==> config.mk <==
export PLATFORM = sky130hd
export DESIGN_NAME = branch_predict_unit
export DESIGN_NICKNAME = d
export VERILOG_FILES = /design/src/rtl/branch_predict_unit.sv
export SDC_FILE = /design/constraint.sdc
export NUM_CORES = 1
export LEC_CHECK = 0
export CORE_ASPECT_RATIO = 1.4
export CORE_MARGIN = 2
export CORE_UTILIZATION = 55
export CTS_CLUSTER_SIZE = 12
export DETAILED_ROUTE_END_ITERATION = 6
export GPL_TIMING_DRIVEN = 0
export PLACE_DENSITY_LB_ADDON = 0.08
export SLEW_MARGIN = 15
export SYNTH_ARGS = -nofsm -noshare
export SYNTH_HDL_FRONTEND = slang
export SYNTH_SLANG_ARGS = --single-unit
export TNS_END_PERCENT = 5
==> constraint.sdc <==
create_clock -name clock -period 9.1 [get_ports clock]
set_input_delay 0.91 -clock clock [delete_from_list [all_inputs] [get_ports clock]]
set_output_delay 0.91 -clock clock [all_outputs]
set_load 0.01 [all_outputs]
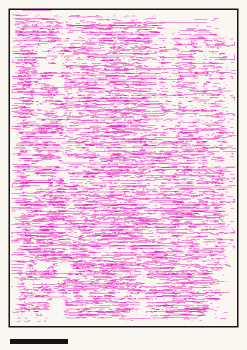
Figure 1: signal wires on met1.
Bar = 50 um.
longest straight run: 63.9 um
nets with wire on the layer: 2428
share of all routed wire: 32%
main direction: horizontal
wire length on this layer: 29.5 mm
wirelength, routed: 91.7 mm
total number of vias: 20.6k
met1 usage: 36.3%

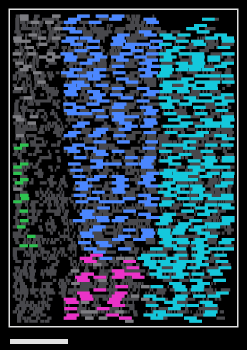
Figure 2: register map, names as in the netlist.
Bar = 50 um.
| signal | colour | placed flops |
|---|---|---|
| target_q | cyan | 256 |
| ctr_q | magenta | 32 |
| tag_q | blue | 192 |
| redirect_pc | green | 16 |
not coloured: 49
Reg area: 15700 sq um
sequential power: 2880 uW
Core Util, Final: 64.4%
Seq area share: 47.7%

==> results.json <==
{
  "synth-area-yosys_sq_um": 28500,
  "final.min_clock_period_ns": 7.66,
  "drv_slew": 0,
  "crit_family": "buffers and inverters",
  "relSlewSlack_pct": 8.67,
  "slowest_stage": "buf_1",
  "drcViolationCount": 0,
  "antenna_found_initial": 0,
  "finalWeightedCongestion": 0.980,
  "hold_path.class": "register to register",
  "die_x_um": 196,
  "track_usage_pct": 34.5,
  "cts_inserted_buffers": 54,
  "cpMostUsedCell": "o2111ai_1",
  "dp.cells": 2998,
  "ir_drop_mv": 0.160,
  "cp_num_cells": 20,
  "overflow": 0,
  "worstPathArrival_ns": 8.17,
  "drive_above_1_share_pct": 14.9,
  "syn_nets": 2310,
  "largest_reg_flops": 256,
  "ys_seq_share_pct": 55.2,
  "whs_path_depth": 2,
  "tritoncts": "done",
  "crit_chain": "clkdlybuf4s50_1 > buf_2 > buf_1 > clkbuf_1 > inv_1 > ha_1 > inv_1 > fa_1 > xor2_1 > xor2_1 > o2111ai_1 > nor2_1 > o2111ai_1 > nor4_1 > o2111ai_1 > a2111oi_4 > buf_6 > buf_6 > o211ai_1 > o31ai_1",
  "ff2ff_path_depth": 11,
  "start_kind": "primary input",
  "setup_viol": 0,
  "yosys-top-cells-count": "edfxtp_1, nor2_1, mux4_2, and3_1, clkbuf_1",
  "clock_tree.root_cell": "clkbuf_16",
  "coreArea_sq_um": 51100,
  "top_cells_by_area": "edfxtp_1, mux4_2, dfxtp_1",
  "crit_path_max_fanout": 10,
  "synth_top_cell_by_count": "edfxtp_1",
  "warning_count": 31,
  "top_area_cell": "edfxtp_1",
  "setup.worst_path.class": "primary input to register",
  "initial_core_util_pct": 55.7,
  "rsz0062_at_grt": "no",
  "io_pins": 170,
  "path_clk_slew_ns": 0.06,
  "row_count": 98,
  "insertion_delay_ns": 0.63,
  "fin_worst_skew_ns": 0.0318,
  "finalSetupTns_ns": 0,
  "ys_warn_count": 0,
  "die_y_um": 273,
  "critPathMaxStageDelay_ns": 0.89,
  "ys_types": 80,
  "status": "finished, final reports clean",
  "required_ns": 9.61,
  "cts-htree-levels": 2,
  "place_ws_ns": 0.848,
  "cp_num_buf_inv": 8,
  "p_leak_uw": 0.0115,
  "cts_resized": 0,
  "syn_area_sq_um": 28500,
  "clockBufferDepth": 3,
  "maxCapViolCount": 0,
  "tightest_slew_ns": 1.36,
  "post_cts_buffers": 0,
  "netlist_instances": 2170,
  "period_used_pct": 84.2,
  "avgSynthCellArea_sq_um": 13.1,
  "die-area_sq_um": 53600,
  "ys.flops": 545,
  "total_power_uw": 5860,
  "setup_slack_ns": 1.44,
  "antenna_cells": 0,
  "final.fill_count": 3868,
  "drtIter0Drc": 2030,
  "grt_pass1_wl_mm": 133,
  "io_buffers": 161,
  "drt_first_pass_iters": 5,
  "postSynth.asyncResetShare_pct": 0,
  "final_nets": 2544,
  "hold_buffers": 0,
  "p_per_area_nw_per_um2": 178,
  "grt_max_degree": 23,
  "ys_cells": 2170,
  "ys.flop_type": "edfxtp_1",
  "cts.sink_count": 545,
  "drtAntennaViolNets": 0,
  "place_hpwl_mm": 69.8,
  "wl_per_cell_um": 29.7,
  "final_cells": 3084,
  "avgViaCountPerCell": 6.68,
  "area_growth_pct": 15.7,
  "reg2reg_slack_ns": 4.55,
  "fmax_mhz": 131,
  "grt_pass1_vias": 21516,
  "edf_count": 480,
  "top_cell_area_share_pct": 50.6,
  "hold_violations": 0,
  "endpoint_kind": "register"
}
[where the power goes]
group | leakage, uW | switching (uW) | internal (uW)
clock network | 0.000770 | 961 | 1150
registers | 0.00506 | 46.1 | 2830
logic | 0.00572 | 526 | 351
[per-stage QoR]
| stage | util [%] | area [sq um] | hold slack (ns) |
|---|---|---|---|
| after floorplan | - | 28500 | 0.433 |
| after global placement | 60.4 | 30900 | 0.451 |
| after detailed placement | 61.3 | 31300 | 0.461 |
| after CTS | 64.4 | 32900 | 0.469 |
| after global routing | 64.4 | 32900 | 0.490 |
| final | 64.4 | 32900 | 0.472 |
[cell families (layout without fill, tap and decap cells)]
kind of cell    after synthesis  after routing  synth area share (%)
mux                         223            223                  17.3
simple gates                792            792                  13.8
compound gates              241            241                  5.86
fa+ha+maj                    36             36                  1.61
xor+xnor                     90             90                  2.94
buf+inv                     243            507                  3.34
flops                       545            545                  55.2
[cell type report]
type                       instances  area (sq um)  share of cell area (%)
sequential                       545         15700                    47.7
tap                              650           813                    2.47
clock inverter                     7          58.8                   0.179
multi-input combinational       1382         11900                    36.0
buffer                           192           761                    2.31
inverter                          51           191                   0.581
timing repair buffer             178          2000                    6.07
clock buffer                      79          1520                    4.62
[routing by layer]
| layer | global-route usage, % | part of all wire, % | routed length, um |
|---|---|---|---|
| met1 | 36.3 | 32 | 29500 |
| met5 | 0 | 0 | 0 |
| met4 | 22.2 | 7.4 | 6820 |
| met3 | 6.96 | 8.1 | 7470 |
| met2 | 62.7 | 52 | 47900 |
[worst min-delay path: stages (launching register included)]
cell,delay [ns]
dfxtp_1,0.32
inv_1,0.05
o2bb2ai_1,0.05
[layout by cell type, fill, tap and decap left out, types with 17 or more instances in the layout]
cell type | synthesis | final
nor2b_1 | 26 | 26
inv_1 | 49 | 49
clkbuf_16 | 0 | 56
nor4_1 | 28 | 28
nor2_1 | 318 | 318
mux4_2 | 214 | 214
o31ai_1 | 21 | 21
clkdlybuf4s50_1 | 0 | 161
and3_1 | 200 | 200
nand3_1 | 33 | 33
dfxtp_1 | 65 | 65
xnor2_1 | 52 | 51
nand2_2 | 1 | 17
a21oi_1 | 62 | 62
clkbuf_1 | 159 | 176
nand2_1 | 92 | 76
ha_1 | 35 | 35
xor2_1 | 34 | 34
o21ai_0 | 34 | 34
nand4_1 | 24 | 24
edfxtp_1 | 480 | 480
Power figures rest on the tool's default switching activity, not on a simulated workload.
